--- src/rtl/nibble_serial_tx.sv ---
// Parallel-in, serial-out frame transmitter: start bit, data LSB first,
// optional even parity, stop bit; each bit held CLKS_PER_BIT clocks.
module nibble_serial_tx #(
  parameter int DATA_W       = 4,
  parameter int CLKS_PER_BIT = 4,
  parameter int PARITY_EN    = 1
) (
  input  logic              clk,
  input  logic              clr_n,
  input  logic              load,
  input  logic [DATA_W-1:0] da,
  output logic              ready,
  output logic              busy,
  output logic              txd,
  output logic              done
);

  localparam int BAUD_W = (CLKS_PER_BIT > 1) ? $clog2(CLKS_PER_BIT) : 1;
  localparam int BIT_W  = (DATA_W > 1) ? $clog2(DATA_W) : 1;
  localparam logic [BAUD_W-1:0] BAUD_LAST = BAUD_W'(CLKS_PER_BIT - 1);
  localparam logic [BIT_W-1:0]  BIT_LAST  = BIT_W'(DATA_W - 1);

  typedef enum logic [2:0] {
    IDLE   = 3'd0,
    START  = 3'd1,
    DATA   = 3'd2,
    PARITY = 3'd3,
    STOP   = 3'd4
  } state_t;

  state_t            state;
  logic [BAUD_W-1:0] baud_cnt;
  logic [BIT_W-1:0]  bit_cnt;
  logic [DATA_W-1:0] shift_reg;
  logic              parity_bit;
  logic              bit_end;
  logic [DATA_W-1:0] shift_next;

  assign bit_end    = (baud_cnt == BAUD_LAST);
  assign shift_next = shift_reg >> 1;

  // txd is loaded with the value of the state being entered, so the line
  // changes on the same edge as the state and never glitches.
  always_ff @(posedge clk or negedge clr_n) begin
    if (!clr_n) begin
      state      <= IDLE;
      baud_cnt   <= '0;
      bit_cnt    <= '0;
      shift_reg  <= '0;
      parity_bit <= 1'b0;
      txd        <= 1'b1;
      ready      <= 1'b1;
      busy       <= 1'b0;
      done       <= 1'b0;
    end else begin
      done <= 1'b0;
      if (state != IDLE) begin
        baud_cnt <= bit_end ? '0 : baud_cnt + 1'b1;
      end
      case (state)
        IDLE: begin
          if (load) begin
            shift_reg  <= da;
            parity_bit <= ^da;
            baud_cnt   <= '0;
            bit_cnt    <= '0;
            state      <= START;
            txd        <= 1'b0;
            ready      <= 1'b0;
            busy       <= 1'b1;
          end
        end
        START: begin
          if (bit_end) begin
            state <= DATA;
            txd   <= shift_reg[0];
          end
        end
        DATA: begin
          if (bit_end) begin
            shift_reg <= shift_next;
            if (bit_cnt == BIT_LAST) begin
              bit_cnt <= '0;
              if (PARITY_EN != 0) begin
                state <= PARITY;
                txd   <= parity_bit;
              end else begin
                state <= STOP;
                txd   <= 1'b1;
              end
            end else begin
              bit_cnt <= bit_cnt + 1'b1;
              txd     <= shift_next[0];
            end
          end
        end
        PARITY: begin
          if (bit_end) begin
            state <= STOP;
            txd   <= 1'b1;
          end
        end
        STOP: begin
          if (bit_end) begin
            state <= IDLE;
            txd   <= 1'b1;
            ready <= 1'b1;
            busy  <= 1'b0;
            done  <= 1'b1;
          end
        end
        default: begin
          state <= IDLE;
          txd   <= 1'b1;
          ready <= 1'b1;
          busy  <= 1'b0;
        end
      endcase
    end
  end

endmodule

--- config.mk ---
export PLATFORM = sky130hd
export DESIGN_NAME = nibble_serial_tx
export DESIGN_NICKNAME = d
export VERILOG_FILES = /design/src/rtl/nibble_serial_tx.sv
export SDC_FILE = /design/constraint.sdc
export NUM_CORES = 1
export LEC_CHECK = 0
export CAP_MARGIN = 20
export CORE_MARGIN = 2
export CORE_UTILIZATION = 55
export DETAILED_ROUTE_END_ITERATION = 8
export HOLD_SLACK_MARGIN = 0.08
export PLACE_DENSITY = 0.85
export SLEW_MARGIN = 20
export SYNTH_ARGS = -nofsm -noshare
export SYNTH_HDL_FRONTEND = slang
export SYNTH_SLANG_ARGS = --single-unit
--- constraint.sdc ---
create_clock -name clk -period 2.8 [get_ports clk]
set_input_delay 0.42 -clock clk [delete_from_list [all_inputs] [get_ports clk]]
set_output_delay 0.42 -clock clk [all_outputs]
set_load 0.05 [all_outputs]
### Where the registers sit, run 1

Other sequential cells in the stronger gray, the rest of the logic in the fainter gray.
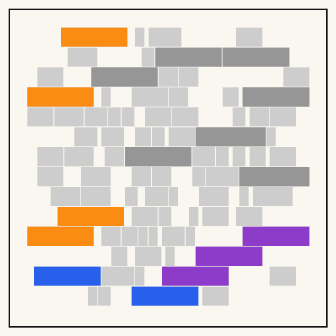
Key: shift_reg = orange [flops 4]; bit_cnt = blue [flops 2]; state = purple [flops 3]

### The metal 3 layer, run 1

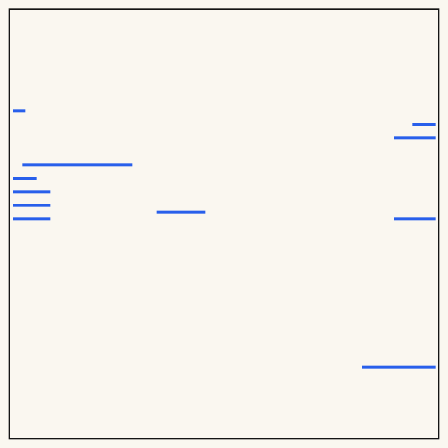
The layer carries 45.8 um of wire. 10 nets have wire on it. The layer holds 3.2% of the routed length.
GR Util met3: 0.03830
Vias: 590
routed wire length: 1432 um

==> changes_impl.md, run 1 <==
## Flow update

* Net load switching power at between 400 and 500 uW
* Hold Path Cell Cnt at 1
* Cell area after synthesis at about 840 um2
* Max reg flops at 4
* Antenna diode count at 0
* Worst Setup Start Kind: flop
* Fillers at between 100 and 150
* Latency at later pin at about 0.29 ns
* Top cell area share at 0.4154
* Post-Syn Area per Cell at 10.95 um2
* Antenna Nets Post-Route at 0
* DRT met1 WL at between 600 and 700 um
* Status: completed
* Pwr dens at roughly 1000 nW/um2
* Max Cap Violations at 0
* RSZ-0062 raised after global routing: false
* # hold bufs at CTS at 0
* Drt drc at 0
* CP delay by family, top: buffers and inverters
* Hpwl dp at ~1000 um
* Critical path depth in cells at 1
* Share of cells above drive strength 1 at 0.1839
* Yosys aoi share at 0.1128
* Largest net degree at the start of global routing at 17
* DR iter-0 viols at 8
* Worst R2R Setup Slack at around 1 ns
* Met2 Usage GRT at 0.3045
* First-pass GRT wire length at roughly 2600 um
* Worst setup endpoint: ready
* Clk pin slew, worst setup/hold paths at approximately 0.1 ns
* Most frequent cell after synthesis: dfrtp_1
* Final hold slack at a little under 0.5 ns
* FP Core Util at 0.5731
* CP bufs+invs at 1
* Fin cells at slightly above 100
* Metal2 WL at slightly above 700 um
* Top logic family: simple AND/OR/NAND/NOR gates
* Top cells excl fill/tap: 14 x dfrtp_1, 10 x clkdlybuf4s50_1, 7 x inv_1, 7 x o21ai_0, 6 x mux2_2
* Yosys Warn Count at 0
* Layout area overhead at 16.47%
### Signal wires by layer, run 1

Only two layers are drawn.
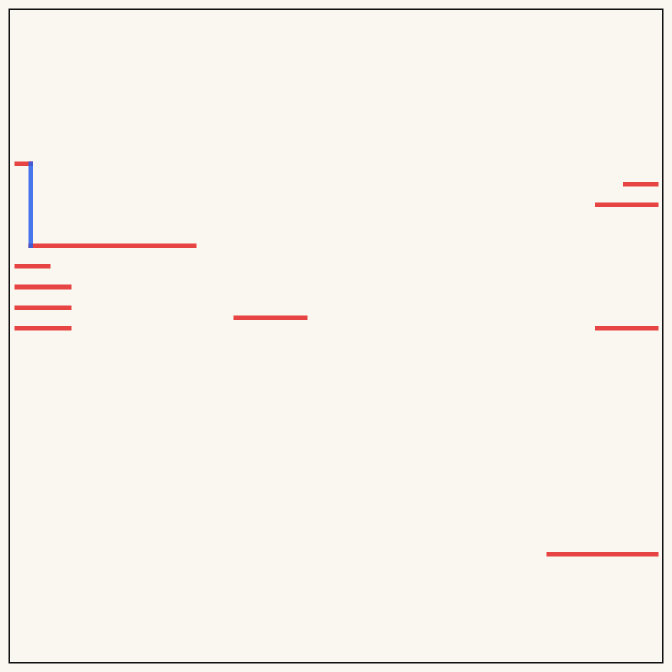
Key: M4 = blue [wire length 5.40 um]; M3 = red [wire length 45.8 um]
Tot GR Track Use: 0.1869
DR WL/cell: 13.90 um

run 1: power groups by stage:
| stage | Sequential [mW] | Combinational (mW) | Clock, mW |
|---|---|---|---|
| final | 0.433 | 0.417 | 0.156 |
| after detailed placement | 0.441 | 0.420 | 0 |
| after global placement | 0.433 | 0.406 | 0 |
| after CTS | 0.435 | 0.421 | 0.160 |
| after global routing | 0.451 | 0.462 | 0.172 |
| after floorplan | 0.437 | 0.318 | 0 |
run 1: layout make-up:
cell class,count,area (um2),area share
flip-flops and latches,16,402.9,0.4102
multi-input cells,50,396.6,0.4038
repair buffers,10,100.1,0.1019
clock buffers,4,36.28,0.03694
inverters,7,26.28,0.02675
well taps,16,20.02,0.02038
==> run 2: changes to the inputs <==
--- a/config.mk
+++ b/config.mk
@@ -7,10 +7,10 @@
 export LEC_CHECK = 0
 export CAP_MARGIN = 20
 export CORE_MARGIN = 2
-export CORE_UTILIZATION = 55
+export CORE_UTILIZATION = 52
 export DETAILED_ROUTE_END_ITERATION = 8
 export HOLD_SLACK_MARGIN = 0.08
-export PLACE_DENSITY = 0.85
+export PLACE_DENSITY = 0.81
 export SLEW_MARGIN = 20
 export SYNTH_ARGS = -nofsm -noshare
 export SYNTH_HDL_FRONTEND = slang
==> constraint.sdc (replaced) <==
create_clock -name clk -period 2.1 [get_ports clk]
set_input_delay 0.315 -clock clk [delete_from_list [all_inputs] [get_ports clk]]
set_output_delay 0.315 -clock clk [all_outputs]
set_load 0.05 [all_outputs]
==> run 2 against run 1 <==
  * Sequential cell count stayed put
  * Worst hold slack worse by 0.043 ns
  * Critical path type unchanged
  * Highest routed layer unchanged
  * Global-route usage is 0.73 points higher
  * Clock-buffer cell count is 1 lower
  * Power is 34% higher
  * Cell area is 2.4% higher
  * Combinational power is 55% higher
==> changes_impl.md, run 2 <==
## Flow update

* Pwr dens at 1337 nW/um2 (was 1025 nW/um2)
* Worst Setup Start Kind: flop (unchanged)
* Non-clock buffer count at 15 (was 10)
* DRT met1 WL at 696 um (was 671 um)
* Status: completed (unchanged)
* DR WL/cell at 14.35 um (was 13.90 um)
* Antenna diode count at 0 (unchanged)
* Max reg flops at 4 (unchanged)
* FP Core Util at 0.5598 (was 0.5731)
* RSZ-0062 raised after global routing: false (unchanged)
* ClkCell Share at 0.02239 (was 0.03694)
* Routed wire length at 1535 um (was 1432 um)
* Cell area after synthesis at 843.3 um2 (unchanged)
* GR Util met3 at 0.03673 (was 0.03830)
* Most frequent cell after synthesis: dfrtp_1 (unchanged)
* Flop area at 402.9 um2 (unchanged)
* Combinational Area at 396.6 um2 (unchanged)
* Net load switching power at 537.1 uW (was 400.9 uW)
* Clock-net power at 156 uW (about the same)
* Top cells excl fill/tap: 14 x dfrtp_1, 10 x clkdlybuf4s50_1, 7 x inv_1, 7 x o21ai_0, 6 x mux2_2 (unchanged)
* Max Cap Violations at 0 (unchanged)
* Antenna Nets Post-Route at 0 (unchanged)
* Share of cells above drive strength 1 at 0.2198 (was 0.1839)
* Fin cells at 107 (was 103)
* Vias at 630 (was 590)
* Sequential power at 543 uW (was 433 uW)
* Metal2 WL at 762 um (was 710 um)
* Layout area overhead at 19.29% (was 16.47%)
* DR iter-0 viols at 3 (was 8)
* Tot GR Track Use at 0.1942 (was 0.1869)
* Drt drc at 0 (unchanged)
* Multi-input combinational area share at 0.3943 (was 0.4038)
* First-pass GRT wire length at 2760 um (was 2615 um)
## run 2: logic make-up after synthesis
kind of cell / synth area share
XOR/XNOR: 0.04154
adder cells (fa/ha/maj): 0.02967
flip-flops: 0.4777
multiplexers: 0.1409
AND/OR/NAND/NOR: 0.1454
AND-OR/OR-AND: 0.1128
buffers and inverters: 0.05194
## run 2: final timing paths
check | from | endpoint | slack (ns)
worst min-delay path | clr_n | busy | 0.45
worst max register to register | baud_cnt[0] | shift_reg[1] | 0.40
max in group asynchronous | clr_n | state[2] | 1.20
worst min register to register | baud_cnt[0] | baud_cnt[0] | 0.50
worst max-delay path | ready | ready | 0.16
min in group clk | baud_cnt[0] | baud_cnt[0] | 0.50
### Where the registers sit, run 2

Other sequential cells in the stronger gray, the rest of the logic in the fainter gray.
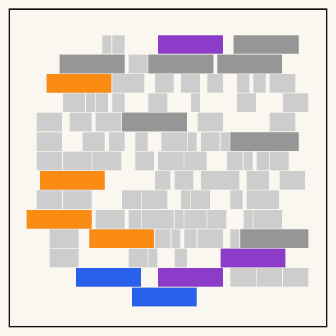
Key: shift_reg = orange [flops 4]; bit_cnt = blue [flops 2]; state = purple [flops 3]
Another 7 sequential cells are not colored.
Final Core Density: 0.6678
sequential share of cell area: 0.4005

Power is estimated from default activity; no workload was simulated.
